**Run 1: where the registers sit**

Bar = 20 um.
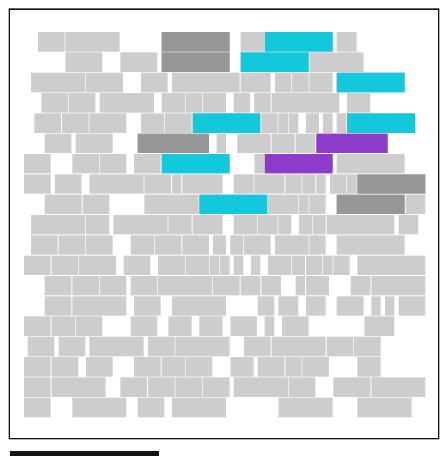
**Run 1: signal wires by layer**

Bar = 20 um.
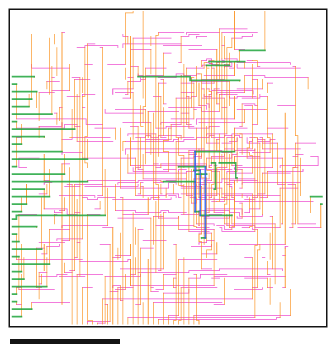
**Run 1: routed metal per tile**

Bar = 20 um. The die is cut into 11 by 11 equal tiles; dark blue is low, red is high, scaled to the fullest tile. Values are wire area over tile area, all layers added.
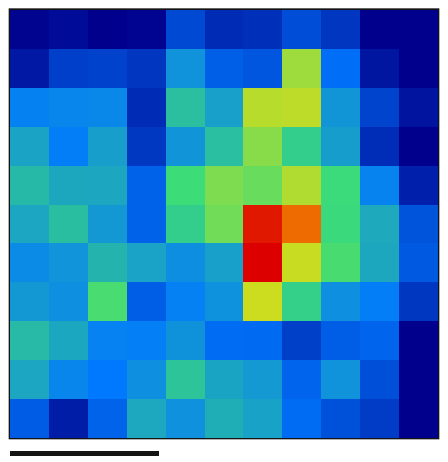
**Run 1: congestion heat map**

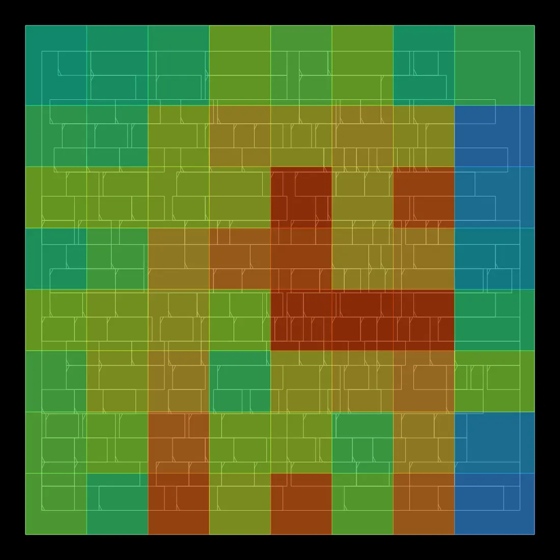
File: config.mk
export PLATFORM = sky130hd
export DESIGN_NAME = bank_write_arbiter
export DESIGN_NICKNAME = d
export VERILOG_FILES = /design/src/rtl/bank_write_arbiter.sv
export SDC_FILE = /design/constraint.sdc
export NUM_CORES = 1
export LEC_CHECK = 0
export ABC_AREA = 0
export CORE_MARGIN = 1.5
export CORE_UTILIZATION = 37
export CTS_BUF_LIST = sky130_fd_sc_hd__clkbuf_16
export DETAILED_ROUTE_END_ITERATION = 10
export PLACE_DENSITY_LB_ADDON = 0.3
export SLEW_MARGIN = 20
export SYNTH_ARGS = -nofsm -noshare
export SYNTH_HDL_FRONTEND = slang
export SYNTH_SLANG_ARGS = --single-unit
File: constraint.sdc
create_clock -name clk -period 1.8 [get_ports clk]
set_input_delay 0.18 -clock clk [delete_from_list [all_inputs] [get_ports clk]]
set_output_delay 0.18 -clock clk [all_outputs]
set_load 0.05 [all_outputs]
File: src/rtl/bank_write_arbiter.sv
// bank_write_arbiter
// Grants one of two packet sources exclusive write access to a banked FIFO.
// The owner streams words straight through to the FIFO write port. If a
// packet ends part-way through a bank, the remainder of that bank is filled
// with PAD_WORD before ownership is released. The result is that a bank
// never holds words from both sources. A local copy of the FIFO write
// position (pos/eb) is compared with the FIFO's own bank bit, and any
// disagreement is latched in bank_err.

module bank_write_arbiter #(
  parameter int            W        = 16,
  parameter int            N        = 8,
  parameter logic [W-1:0]  PAD_WORD = '0
) (
  input  logic         clk,
  input  logic         rst_n,

  input  logic         a_req,
  input  logic         a_valid,
  input  logic [W-1:0] a_data,
  input  logic         a_last,
  output logic         a_ready,

  input  logic         b_req,
  input  logic         b_valid,
  input  logic [W-1:0] b_data,
  input  logic         b_last,
  output logic         b_ready,

  output logic         fifo_w_trigger,
  output logic [W-1:0] fifo_w_data,
  input  logic         fifo_w_ok,
  input  logic         fifo_w_bank,

  output logic [1:0]   grant,
  output logic         busy,
  output logic         bank_err
);

  // Word offset inside a bank: 2^(N-1) words per bank.
  localparam int              PW      = N - 1;
  localparam logic [PW-1:0]   POS_ONE = PW'(1);
  localparam logic [PW-1:0]   POS_END = '1;

  typedef enum logic [1:0] {
    IDLE = 2'd0,
    XFER = 2'd1,
    PAD  = 2'd2
  } state_t;

  state_t          state;
  logic [PW-1:0]   pos;
  logic            eb;
  logic            last_b;      // 1 = B was served most recently

  logic            owner_valid;
  logic [W-1:0]    owner_data;
  logic            owner_last;
  logic            bank_end;
  logic            a_wins;

  // Multiplex the current owner's stream; grant is one-hot, so bit1 selects B.
  always_comb begin
    owner_valid = a_valid;
    owner_data  = a_data;
    owner_last  = a_last;
    if (grant[1]) begin
      owner_valid = b_valid;
      owner_data  = b_data;
      owner_last  = b_last;
    end
  end

  assign bank_end = (pos == POS_END);

  // A wins when it asks alone, or when both ask and B was served last.
  assign a_wins = a_req && (!b_req || last_b);

  assign busy = (state != IDLE);

  // Handshake and FIFO write port: combinational so accept and write coincide.
  always_comb begin
    a_ready        = 1'b0;
    b_ready        = 1'b0;
    fifo_w_trigger = 1'b0;
    fifo_w_data    = '0;
    unique case (state)
      XFER: begin
        a_ready        = grant[0] & fifo_w_ok;
        b_ready        = grant[1] & fifo_w_ok;
        fifo_w_trigger = owner_valid & fifo_w_ok;
        fifo_w_data    = owner_data;
      end
      PAD: begin
        fifo_w_trigger = fifo_w_ok;
        fifo_w_data    = PAD_WORD;
      end
      default: begin
        a_ready        = 1'b0;
        b_ready        = 1'b0;
        fifo_w_trigger = 1'b0;
        fifo_w_data    = '0;
      end
    endcase
  end

  // Track the FIFO write position; it moves on every write, data or pad.
  always_ff @(posedge clk or negedge rst_n) begin
    if (!rst_n) begin
      pos <= '0;
      eb  <= 1'b0;
    end else if (fifo_w_trigger) begin
      pos <= pos + POS_ONE;
      if (bank_end) begin
        eb <= ~eb;
      end
    end
  end

  // Sticky flag: our bank bit and the FIFO's bank bit must always agree.
  always_ff @(posedge clk or negedge rst_n) begin
    if (!rst_n) begin
      bank_err <= 1'b0;
    end else if (eb != fifo_w_bank) begin
      bank_err <= 1'b1;
    end
  end

  // Ownership FSM: arbitrate in IDLE, stream in XFER, fill the bank in PAD.
  // A stalled FIFO (fifo_w_ok low) freezes every state, including arbitration.
  always_ff @(posedge clk or negedge rst_n) begin
    if (!rst_n) begin
      state  <= IDLE;
      grant  <= 2'b00;
      last_b <= 1'b1;
    end else begin
      unique case (state)
        IDLE: begin
          if (fifo_w_ok) begin
            if (a_wins) begin
              grant <= 2'b01;
              state <= XFER;
            end else if (b_req) begin
              grant <= 2'b10;
              state <= XFER;
            end
          end
        end
        XFER: begin
          // Only an accepted last word ends the packet; req is ignored here.
          if (fifo_w_trigger && owner_last) begin
            if (bank_end) begin
              state  <= IDLE;
              grant  <= 2'b00;
              last_b <= grant[1];
            end else begin
              state  <= PAD;
            end
          end
        end
        PAD: begin
          if (fifo_w_trigger && bank_end) begin
            state  <= IDLE;
            grant  <= 2'b00;
            last_b <= grant[1];
          end
        end
        default: begin
          state <= IDLE;
          grant <= 2'b00;
        end
      endcase
    end
  end

endmodule
==> COMMIT_EDITMSG, run 1 <==
Store results of the implementation flow

- Clock input transition at the sequential cells of the worst setup and hold paths: 0.05 ns
* Number of flops mapped to enable cells by yosys: 0
* Port Buffer Count: 64
- Cell row count: 19
* Top cells excl fill/tap: clkdlybuf4s50_1, buf_12, mux2i_1, dfrtp_1
- After layout, the worst setup slack is 0.0213 ns.
* Data arrival time of the critical path: 1.60 ns
- Placed Cells incl. Taps: 213
- Synthesized net count: 164
- The top cell type by area accounts for 29.8% of the synthesized area.
- Post-CTS Setup Inserts: 1
- For this run, the number of standard cells in the final layout without fillers is 222.
- The analysis reports a worst IR drop on VDD of 1.68 mV.
- The run finished with clean final reports.
- The slowest stage of the critical path belongs to the cell dfrtp_1.
- Flop and latch count out of synthesis: 14
- Critical path fanouts, max: 4
* Amount of wire on met2 after detailed routing: 1940 um
* Starting DRT DRC Count: 37
* Fraction of layout cells with a size suffix above 1: 32.5%
- The power report attributes to the clock group a share of 9.9%.
* Clock Tree Buf Depth: 2
- After synthesis, the share of flip-flops with an asynchronous set or reset is 100%.
- Worst Path Required: 1.62 ns
- Overflow left after global routing: 0
* Number of cell instances after yosys synthesis: 118
- The longest incremental delay of any stage on the critical path is reported as 0.42 ns.
* Die area: 3280 um^2
- The count of nets left with antenna violations once routing finished came out at 0.
- Unrepaired setup endpoints after global routing: yes
- Worst-case reg-to-reg path depth: 6
- Clock tree synthesis found a total of 14 sinks.
* Mean number of vias per cell: 5.40
- The worst register-to-register path has a setup slack of 0.05 ns.
* DRC: 0
- Number of buffer and inverter stages on the critical path: 3
- Per the skew report, the later register of the worst-skew pair sees a clock latency of 0.24 ns.
* Post-layout minimum cycle time: 1.78 ns
- Slew margin rel.: 58.0%
- Final period utilization: 98.8%
* Cts-stage hold buffer count: 0
- Power group with the highest consumption: combinational cells
* Endpoint type of the worst setup path: output port
- STA classifies the critical path startpoint as a flip-flop.
- Final Hold Fails: 0
* Seq pwr share: 12.0%
- The floorplan report gives the top-level pin count as 65.
- Maximum number of pins on one net before global-route repair: 21
- The main area contributors are dfrtp_1, mux2i_1, nor2b_1, xnor2_1, ha_1.
* Ordered list of cells on the worst path: inv_2, ha_4, nand2_4, o22ai_4, buf_6, buf_12
* Fp_density: 39.2%
* Reported max-cap violation count: 0
* Final instance area: 2260 um^2
- The first global-routing pass estimated 5950 um of wire.
* Placed cell area: 2070 um^2
- Clock net power: 0.000411 W
* Antenna violations before repair: 0
* Commonest non-fill, non-tap cell in the layout: clkdlybuf4s50_1
* Smallest hold slack: 0.335 ns
* Internal cell power: 0.00228 W
- Number of nets in the final layout: 238
- Mean post-synth cell area: 9.25 um^2
* Routability congestion estimate: 0.873
- Clock skew after layout: 0.00321 ns
* Classification of the worst setup path: flip-flop to output port
* Final HPWL DP: 2790 um
- Number of pins exceeding their max-slew limit in the final report: 0
* Most instantiated flip-flop cell in the synthesis netlist: dfrtp_1
* Via count of the first global-routing pass: 1262
- Core area: 2780 um^2
- In this run, the combinational gates consume 78.0% of the power.
* Met1 layer wirelength in the final routing: 1470 um
Back to the opening pictures, 'where the registers sit':
- cyan: `pos` (sequential cells 7)
- purple: `grant` (sequential cells 2)
reported sequential group power: 0.000498 W
FF+latch area: 353 um^2
share of the core filled with cells in the final layout: 81.1%

Back to the opening pictures, 'signal wires by layer':
- orange: M2 (wire length 1940 um)
- magenta: M1 (wire length 1470 um)
- green: M3 (wire length 234 um)
- blue: M4 (wire length 32.0 um)
routed wire length: 3680 um
wire length per cell: 16.6 um
vias after detailed routing: 1199
overall track demand over capacity in global routing: 23.0%

Back to the opening pictures, 'routed metal per tile':
- fullest tile: 0.60
- densest ninth of the die: center
- tiles over half the peak: 12%
- mean over tiles: 0.18
- nearly empty tiles: 8.3%

Back to the opening pictures, 'congestion heat map':
global-route layer with the greatest usage: met2
fraction of met3 tracks used by global routing: 5.90%
met1 usage: 27.3%
met2 Usage GRT: 42.4%

==> run 1: metrics by stage <==
stage	TNS, ns	total power [W]
3_5_place_dp	0	0.00348
3_3_place_gp	0	0.00342
4_1_cts	-0.00167	0.00394
2_1_floorplan	-0.220	0.00219
6_report	0	0.00414
5_1_grt	-0.0226	0.00431
==> run 1: worst max path at each step <==
stage	start	endpoint	slack, ns	cells past startpoint
after floorplan	state[1]	fifo_w_data[3]	-0.07	5
after global placement	fifo_w_ok	pos[1]	0.12	5
after detailed placement	fifo_w_ok	pos[4]	0.07	6
after CTS	state[0]	fifo_w_trigger	-0.002	6
after global routing	state[1]	fifo_w_trigger	-0.01	6
final	state[1]	fifo_w_trigger	0.02	6
==> run 1: cell families after synthesis <==
logic type	count (synthesis)	share of synthesized area, %
simple gates	42	20.6
mux	20	18.9
compound gates	19	12.6
flops	14	32.2
buf+inv	11	4.59
xor+xnor	8	6.42
fa+ha+maj	4	4.59
==> run 1: sequential cells by signal, summed over array words and instances, names as in the netlist <==
name	flops
pos	7
grant	2
state	2
bank_err	1
eb	1
last_b	1
==> run 1: synthesized netlist by cell type, types with 2 or more instances <==
library cell and number:
ha_1 4, nand3_1 2, mux2i_1 18, buf_4 2, nand4_1 3, dfrtp_1 13, nor3_1 2, and3_1 4
nor2_1 3, o21ai_1 3, inv_1 6, clkbuf_1 2, nand2_1 10, a31oi_1 3, o22ai_1 2, xnor2_1 7
nor2b_1 17
==> run 1: layout make-up <==
class | instances | area [um^2] | area share [%]
Clock inverter | 1 | 3.75 | 0.166
Sequential cell | 14 | 353 | 15.6
Multi-Input combinational cell | 93 | 826 | 36.6
Timing Repair Buffer | 74 | 937 | 41.5
Tap cell | 31 | 38.8 | 1.72
Inverter | 6 | 22.5 | 0.998
Clock buffer | 3 | 75.1 | 3.33
==> run 2: changes to the inputs <==
==> constraint.sdc (replaced) <==
create_clock -name clk -period 1.8 [get_ports clk]
set_input_delay 0.27 -clock clk [delete_from_list [all_inputs] [get_ports clk]]
set_output_delay 0.27 -clock clk [all_outputs]
set_load 0.05 [all_outputs]
**Run 2: cell classes on the final placement**

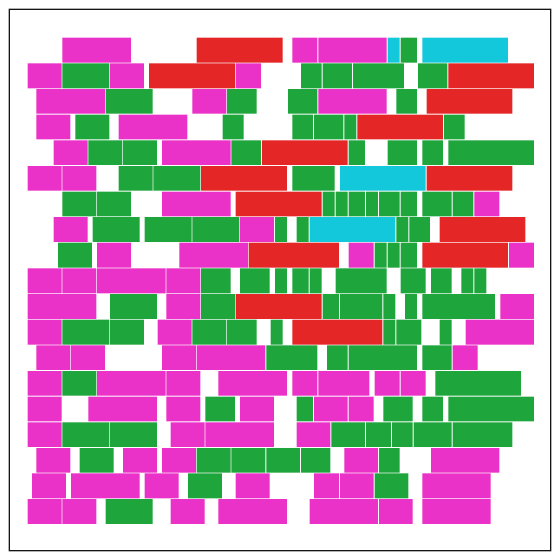
- magenta: remaining buffers and delay cells (cells 75; share of their area 42%)
- red: registers (cells 14; share of their area 16%)
- cyan: clock drivers and dummy loads (cells 4; share of their area 3.5%)
- green: remaining logic cells (cells 99; share of their area 39%)
final instance area: 2310 um^2
cell row count: 19
core area: 2780 um^2
sequential fraction of total cell area: 15.2%
share of the core filled with cells in the final layout: 83.2%

**Run 2: routed metal per tile**

Bar = 20 um. The die is cut into 11 by 11 equal tiles; dark blue is low, red is high, scaled to the fullest tile. Values are wire area over tile area, all layers added.
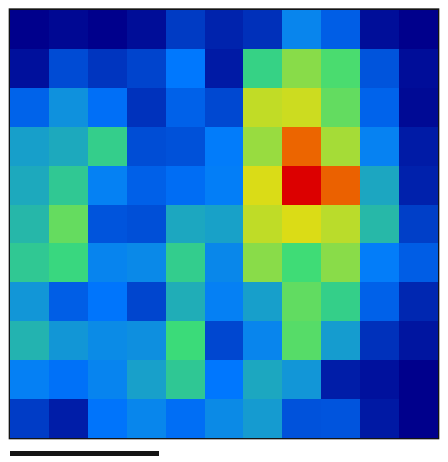
- fullest tile: 0.65
- nearly empty tiles: 5.8%
- tiles over half the peak: 17%
overall track demand over capacity in global routing: 25.1%
routed wire length: 3860 um
vias after detailed routing: 1245
wire length per cell: 17.3 um

==> run 2 against run 1 <==
Compared with the run above:
- the run now ends with negative setup slack left
- highest routed layer unchanged
- synthesized cell count unchanged
- final area up 2.6%
- largest cell class unchanged
- power up 3.4%
- global-route usage up 2.1 points
- register-to-register slack worse by 0.02 ns
- worst hold slack better by 0.070 ns
- critical path depth unchanged
- setup slack worse by 0.047 ns
- clock-buffer cell count unchanged
- clock power up 3%
- critical endpoint unchanged
==> COMMIT_EDITMSG, run 2 <==
Store results of the implementation flow

- Result of the run: complete, but fails checks (was completed).
- The final reports fail on negative setup slack.
- Leading cell types by count after synthesis: mux2i_1, nor2b_1, dfrtp_1 (unchanged)
- The number of global-route vias before repair came to 1332 (was 1262).
* Data arrival time of the critical path: 1.56 ns (was 1.60 ns)
- Final std cells w/o fill: 223 (was 222)
- Setup-failing EPs final: 1 (was 0)
- The placed instance count came to 213 (unchanged).
* Flop and latch count out of synthesis: 14 (unchanged)
* Classification of the worst setup path: flip-flop to output port (unchanged)
- The DRC violation count after routing is 0 (unchanged).
- Placed cell area: 2090 um^2 (was 2070 um^2)
* Die area: 3280 um^2 (unchanged)
* Top-level port count: 65 (unchanged)
* Number of flops mapped to enable cells by yosys: 0 (unchanged)
- The clock transition at the register clock pins on the worst setup and hold paths after CTS was 0.05 ns (about the same).
- Reported max-cap violation count: 0 (unchanged)
- Port Buffer Count: 64 (unchanged)
- Maximum number of pins on one net before global-route repair: 19 (was 21)
* CP startpoint kind: flip-flop (unchanged)
- Smallest hold slack: 0.405 ns (was 0.335 ns)
* Overflow left after global routing: 0 (unchanged)
- Cell type with the largest total area: dfrtp_1 (unchanged)
- The post-route antenna net violation count was 0 (unchanged).
- Endpoint type of the worst setup path: output port (unchanged)
- Amount of wire on met2 after detailed routing: 2190 um (was 1940 um)
* Number of cell instances after yosys synthesis: 118 (unchanged)
- Final period utilization: 101% (was 98.8%)
* Commonest non-fill, non-tap cell in the layout: clkdlybuf4s50_1 (unchanged)
- The worst supply voltage drop on vdd came to 1.89 mV (was 1.68 mV).
- Met1 layer wirelength in the final routing: 1290 um (was 1470 um)
- FILL cells: 146 (was 162)
- Global-route layer with the greatest usage: met2 (unchanged)
- Most common cell in the netlist: mux2i_1 (unchanged)
- Cts-stage hold buffer count: 0 (unchanged)
- The slack of the critical path was -0.0254 ns (was 0.0213 ns).
* Synthesized net count: 164 (unchanged)
- Area share of the leading cell type in the synthesized netlist: 29.8% (unchanged)
- The total power came to 0.00428 W (was 0.00414 W).
- The global placement routability congestion was 0.905 (was 0.873).
- The proportion of layout cells with a drive suffix above 1 is 35.4% (was 32.5%).
- The tightest slew margin relative to the limit is 59.6% (was 58.0%).
* Starting DRT DRC Count: 45 (was 37)
- Post-layout minimum cycle time: 1.83 ns (was 1.78 ns)
* Setup tns final: -0.0254 ns (was 0 ns)
- Most instantiated flip-flop cell in the synthesis netlist: dfrtp_1 (unchanged)
- The average instance area after synthesis was 9.25 um^2 (unchanged).
* Clock skew after layout: 0.00802 ns (was 0.00321 ns)
- The maximum buffer depth of the clock tree is 2 (unchanged).
* Sinks on Clock Net: 14 (unchanged)
- The data required time of the worst path is 1.53 ns (was 1.62 ns).
- Unrepaired setup endpoints after global routing: yes (unchanged).
- The largest register by flop count is pos (unchanged).
- Mean number of vias per cell: 5.58 (was 5.40)
* Final HPWL DP: 2880 um (was 2790 um)
* Dominant cells by area after synthesis: dfrtp_1, mux2i_1, nor2b_1, xnor2_1, ha_1 (unchanged)
- The final-report max-slew violation count was 0 (unchanged).
- The pre-placement core utilization is 39.2% (unchanged).
- The count of final hold-check violations came to 0 (unchanged).
- The initial antenna violation count was 0 (unchanged).
* Flip-flop count of the largest register, all copies and words added: 7 (unchanged)
- Registers with the most flip-flops: pos (7), grant (2), state (2) (unchanged).
- Wire length of the first global-routing pass: 6360 um (was 5950 um)
* Top cells excl fill/tap: clkdlybuf4s50_1, buf_12, mux2i_1, dfrtp_1 (unchanged)
- Critical path fanouts, max: 3 (was 4)
- Number of nets in the final layout: 239 (was 238)
- Share of async-settable or async-resettable flops after synthesis: 100% (unchanged)
**Run 2: congestion heat map**

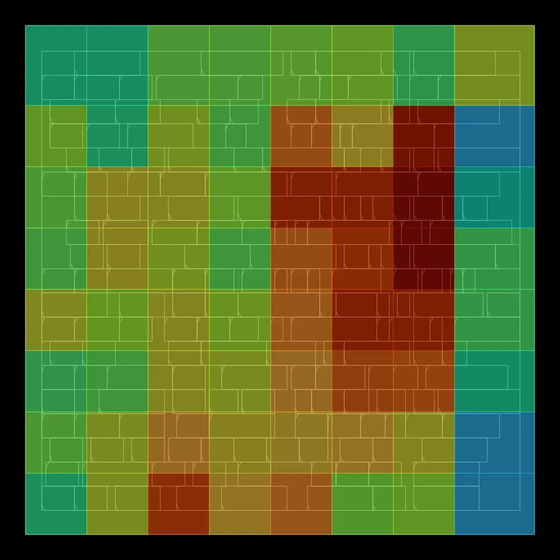
met1 usage: 27.6%
fraction of met3 tracks used by global routing: 6.12%
met2 Usage GRT: 46.6%

run 2: layout make-up:
type	instances	area [um^2]	area share, %
sequential	14	353	15.2
clock buffer	3	75.1	3.24
tap	31	38.8	1.68
multi-input combinational	93	873	37.7
inverter	6	22.5	0.973
timing repair buffer	75	948	41.0
clock inverter	1	3.75	0.162
run 2: critical path, stage by stage (launching register included):
cell and delay (ns):
dfrtp_1 0.38, inv_2 0.08, ha_4 0.30, nand2_4 0.06
o22ai_4 0.23, buf_12 0.14, buf_12 0.12
run 2: what timing repair did:
| action | in CTS | in global routing |
|---|---|---|
| pin swaps | 2 | 2 |
| setup buffers | 5 | 1 |
| gates resized | 11 | 8 |
| endpoints found under the setup margin | 20 | 15 |
run 2: cells by family (layout without fill, tap and decap cells):
logic type | count (synthesis) | in the layout | share of synthesized area (%)
XOR/XNOR | 8 | 8 | 6.42
buffers and inverters | 11 | 85 | 4.59
multiplexers | 20 | 20 | 18.9
AND-OR/OR-AND | 19 | 19 | 12.6
AND/OR/NAND/NOR | 42 | 42 | 20.6
flip-flops | 14 | 14 | 32.2
adder cells (fa/ha/maj) | 4 | 4 | 4.59
run 2: path summary, 6_finish.rpt:
| kind | slack [ns] | endpoint | cells after the start | start |
|---|---|---|---|---|
| min | 0.41 | pos[6] | 1 | rst_n |
| min in group clk | 0.47 | bank_err | 1 | bank_err |
| max reg2reg | 0.03 | pos[1] | 7 | state[1] |
| min reg2reg | 0.47 | bank_err | 1 | bank_err |
| max in group asynchronous | 0.96 | grant[1] | 1 | rst_n |
| max | -0.03 | fifo_w_trigger | 6 | state[1] |
run 2: report_power, final:
group	switching, W	leakage, nW	total [W]	internal [W]
combinational	0.00170	0.742	0.00336	0.00166
clock	0.000131	0.0423	0.000425	0.000294
sequential	0.0000861	0.176	0.000488	0.000402
==> run 3: changes to the inputs <==
CORE_UTILIZATION = 35   (was 37)
**Run 3: where the registers sit**

Bar = 20 um.
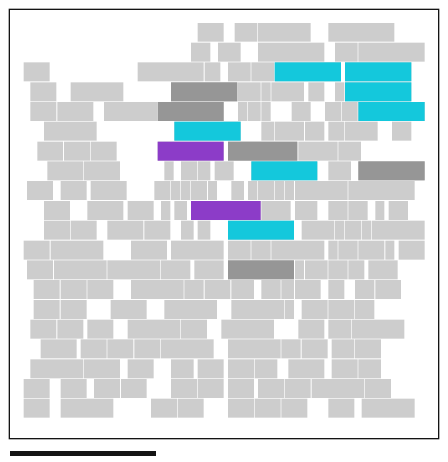
- purple: `grant` (sequential cells 2)
- cyan: `pos` (sequential cells 7)
- not colored: 5
sequential fraction of total cell area: 15.4%
share of the core filled with cells in the final layout: 76.1%

**Run 3: congestion heat map**

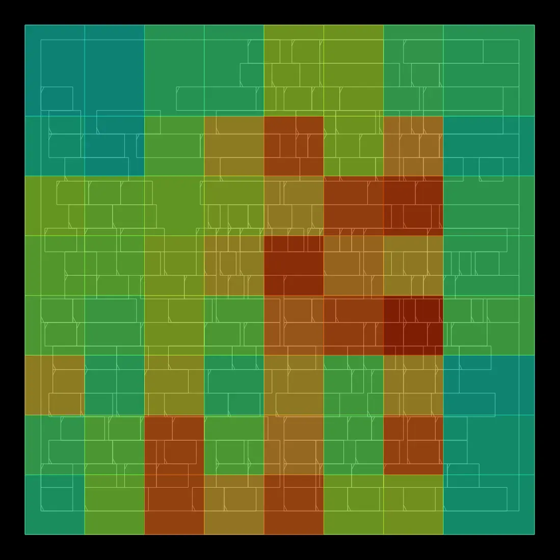
overall track demand over capacity in global routing: 22.2%
met1 usage: 25.5%
met2 Usage GRT: 42.4%
wire length per cell: 16.0 um

==> run 3 against run 2 <==
Compared with the run above:
- the flow still finishes with violations (negative setup slack)
- clock power fell by 2%
- wire length decreased by 6.3%
- clock skew fell by 0.0023 ns
- non-clock buffer count grew 1
- combinational power is 2% lower
- sequential power up 2%
- fmax rose by 0.86%
- clock-buffer cell count did not move
- setup slack improved by 0.016 ns
- worst hold slack improved by 0.014 ns
- synthesized cell count did not move
- largest cell class unchanged
==> COMMIT_EDITMSG, run 3 <==
Store results of the implementation flow

- The number of flip-flops under the largest register name is 7 (unchanged).
- Result of the run: complete, but fails checks (unchanged).
- Die area: 3460 um^2 (was 3280 um^2)
- Clock input transition at the sequential cells of the worst setup and hold paths: 0.05 ns (about the same)
* Data arrival time of the critical path: 1.54 ns (was 1.56 ns)
- Unrepaired setup endpoints after global routing: yes (unchanged).
- The cell with the most instances after synthesis was mux2i_1 (unchanged).
* FF+latch area: 353 um^2 (unchanged)
* Number of cell instances after yosys synthesis: 118 (unchanged)
- Sinks on Clock Net: 14 (unchanged)
* Core area: 3000 um^2 (was 2780 um^2)
* Switching part of the total power: 44.5% (was 44.9%)
* Routability congestion estimate: 0.832 (was 0.905)
- FILL cells: 200 (was 146)
- The average instance area after synthesis came to 9.25 um^2 (unchanged).
* Cts-stage hold buffer count: 0 (unchanged)
- Dominant cells by area after synthesis: dfrtp_1, mux2i_1, nor2b_1, xnor2_1, ha_1 (unchanged).
- The final design area excluding fillers is 2290 um^2 (was 2310 um^2).
- Share of async-settable or async-resettable flops after synthesis: 100% (unchanged)
* Final ANT Viol Nets: 0 (unchanged)
- The number of synthesized flops with an enable pin came to 0 (unchanged).
- Cell type with the largest total area: dfrtp_1 (unchanged)
- The DRC violation count after routing was 0 (unchanged).
- The nature of the critical path startpoint is a flip-flop (unchanged).
- The number of nets in the synthesized netlist was 164 (unchanged).
- The number of clock buffer instances in the layout is 3 (unchanged).
- The global-route wire length before repair is 5930 um (was 6360 um).
- The area after detailed placement was 2110 um^2 (was 2090 um^2).
- The maximum number of pins on one net before global-route repair came to 15 (was 19).
- Leading cell types by count after synthesis: mux2i_1, nor2b_1, dfrtp_1 (unchanged).
* Top cells excl fill/tap: clkdlybuf4s50_1, buf_12, mux2i_1, dfrtp_1, buf_4 (was clkdlybuf4s50_1, buf_12, mux2i_1, dfrtp_1)
- Non-clock buffering overhead: 41.7% (was 41.0%)
* Number of pins exceeding their max-slew limit in the final report: 0 (unchanged)
- The main flop type is dfrtp_1 (unchanged).
* Clock power share: 9.9% (about the same)
- The number of top-level pins came to 65 (unchanged).
- The count of final hold-check violations is 0 (unchanged).
- Clock skew after layout: 0.00568 ns (was 0.00802 ns)
- Top class by area: non-clock buffers (unchanged)
* Area share of the leading cell type in the synthesized netlist: 29.8% (unchanged)
* Final std cells w/o fill: 226 (was 223)
- Setup tns final: -0.00977 ns (was -0.0254 ns)
- Worst Path Required: 1.53 ns (about the same)
- Number of nets in the final layout: 240 (was 239)
- The proportion of layout cells with a drive suffix above 1 came to 35.2% (was 35.4%).
* Worst setup margin: -0.00977 ns (was -0.0254 ns)
- Placed Cells incl. Taps: 217 (was 213)
* Number of non-clock buffers in the layout: 76 (was 75)
* Part of the total power dissipated in combinational logic: 78.2% (was 78.7%)
* Fp_density: 36.3% (was 39.2%)
- The number of cell rows is 20 (was 19).
- Mean number of vias per cell: 5.40 (was 5.58)
* Share of cell area taken by multi-input logic gates: 36.7% (was 37.7%)
- Endpoint type of the worst setup path: output port (unchanged)
- Setup-failing EPs final: 1 (unchanged)
* Reported max-cap violation count: 0 (unchanged)
- Ordered list of cells on the worst path: inv_2, ha_4, nand2_4, o22ai_4, buf_12, buf_12 (unchanged).
* Slew margin rel.: 58.2% (was 59.6%)
* Number of tap cells inserted: 33 (was 31)
- The total congestion overflow was 0 (unchanged).
- Worst path most repeated cell: buf_12 (unchanged)
- The maximum buffer depth of the clock tree was 2 (unchanged).
- Number of multi-input combinational cells in the layout: 93 (unchanged)
- Family of cells with the greatest summed delay on the critical path: flip-flops (unchanged)
- Violated checks: negative setup slack (unchanged)
- Seq pwr share: 11.9% (was 11.4%)
* Commonest non-fill, non-tap cell in the layout: clkdlybuf4s50_1 (unchanged)
- Post-layout minimum cycle time: 1.81 ns (was 1.83 ns)
* Max stage delay on crit path: 0.39 ns (was 0.38 ns)
- Clk tree area frac: 3.45% (was 3.41%)
- Internal cell power: 0.00233 W (was 0.00235 W)
- The number of global-route vias before repair came to 1268 (was 1332).
* Final period utilization: 101% (about the same)
* Registers with the most flip-flops: pos (7), grant (2), state (2) (unchanged)
* Smallest hold slack: 0.419 ns (was 0.405 ns)
**Run 3: signal wires by layer**

Bar = 20 um.
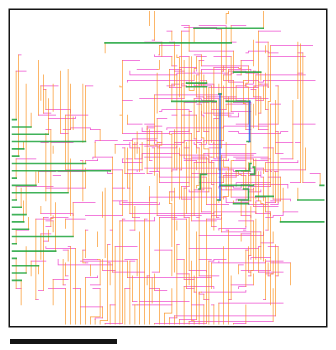
- orange: M2 (wire length 2070 um)
- magenta: M1 (wire length 1300 um)
- green: M3 (wire length 218 um)
- blue: M4 (wire length 27.2 um)
vias after detailed routing: 1220
routed wire length: 3620 um

## run 3: cell counts after synthesis
Identical to the previous run, type by type.
## run 3: path summary, 6_finish.rpt
| kind | endpoint | depth (start not counted) | startpoint | slack (ns) |
|---|---|---|---|---|
| max | fifo_w_trigger | 6 | state[1] | -0.01 |
| min | pos[1] | 1 | rst_n | 0.42 |
| max reg2reg | pos[1] | 7 | state[1] | 0.04 |
| min reg2reg | bank_err | 1 | bank_err | 0.47 |
| max in group asynchronous | grant[1] | 1 | rst_n | 0.93 |
| min in group clk | bank_err | 1 | bank_err | 0.47 |
## run 3: power by group through the flow
stage                     Combinational, W  Clock, W  Sequential (W)
after floorplan                    0.00170         0        0.000531
after global placement             0.00300         0        0.000484
after detailed placement           0.00306         0        0.000491
after CTS                          0.00323  0.000422        0.000486
after global routing               0.00344  0.000443        0.000506
final                              0.00329  0.000418        0.000499
## run 3: cell families (layout without fill, tap and decap cells)
logic type | after synthesis | in the layout | share of synthesized area [%]
compound gates | 19 | 19 | 12.6
xor+xnor | 8 | 8 | 6.42
fa+ha+maj | 4 | 4 | 4.59
buf+inv | 11 | 86 | 4.59
flops | 14 | 14 | 32.2
mux | 20 | 20 | 18.9
simple gates | 42 | 42 | 20.6
## run 3: layer usage
layer	up-vias	share of wire, %	global-route usage, %
met5	-	0	0
met2	56	57	42.4
met1	594	36	25.5
met3	5	6.0	6.37
li1	565	-	-
met4	0	0.75	0.974
## run 3: repair_timing
action	4_1_cts	5_1_grt
cloned	0	0
buffers inserted	3	2
resized	8	5
pin swaps	1	2
endpoints found under the setup margin	19	18
## run 3: stage by stage
step,setup WS (ns),total power [W]
floorplan,0.0102,0.00223
global placement,0.0950,0.00348
detailed placement,0.0378,0.00355
CTS,0.00640,0.00414
global route,-0.0504,0.00439
finish,-0.00977,0.00421
No activity file was given, so power comes from the tool's default toggle rates.
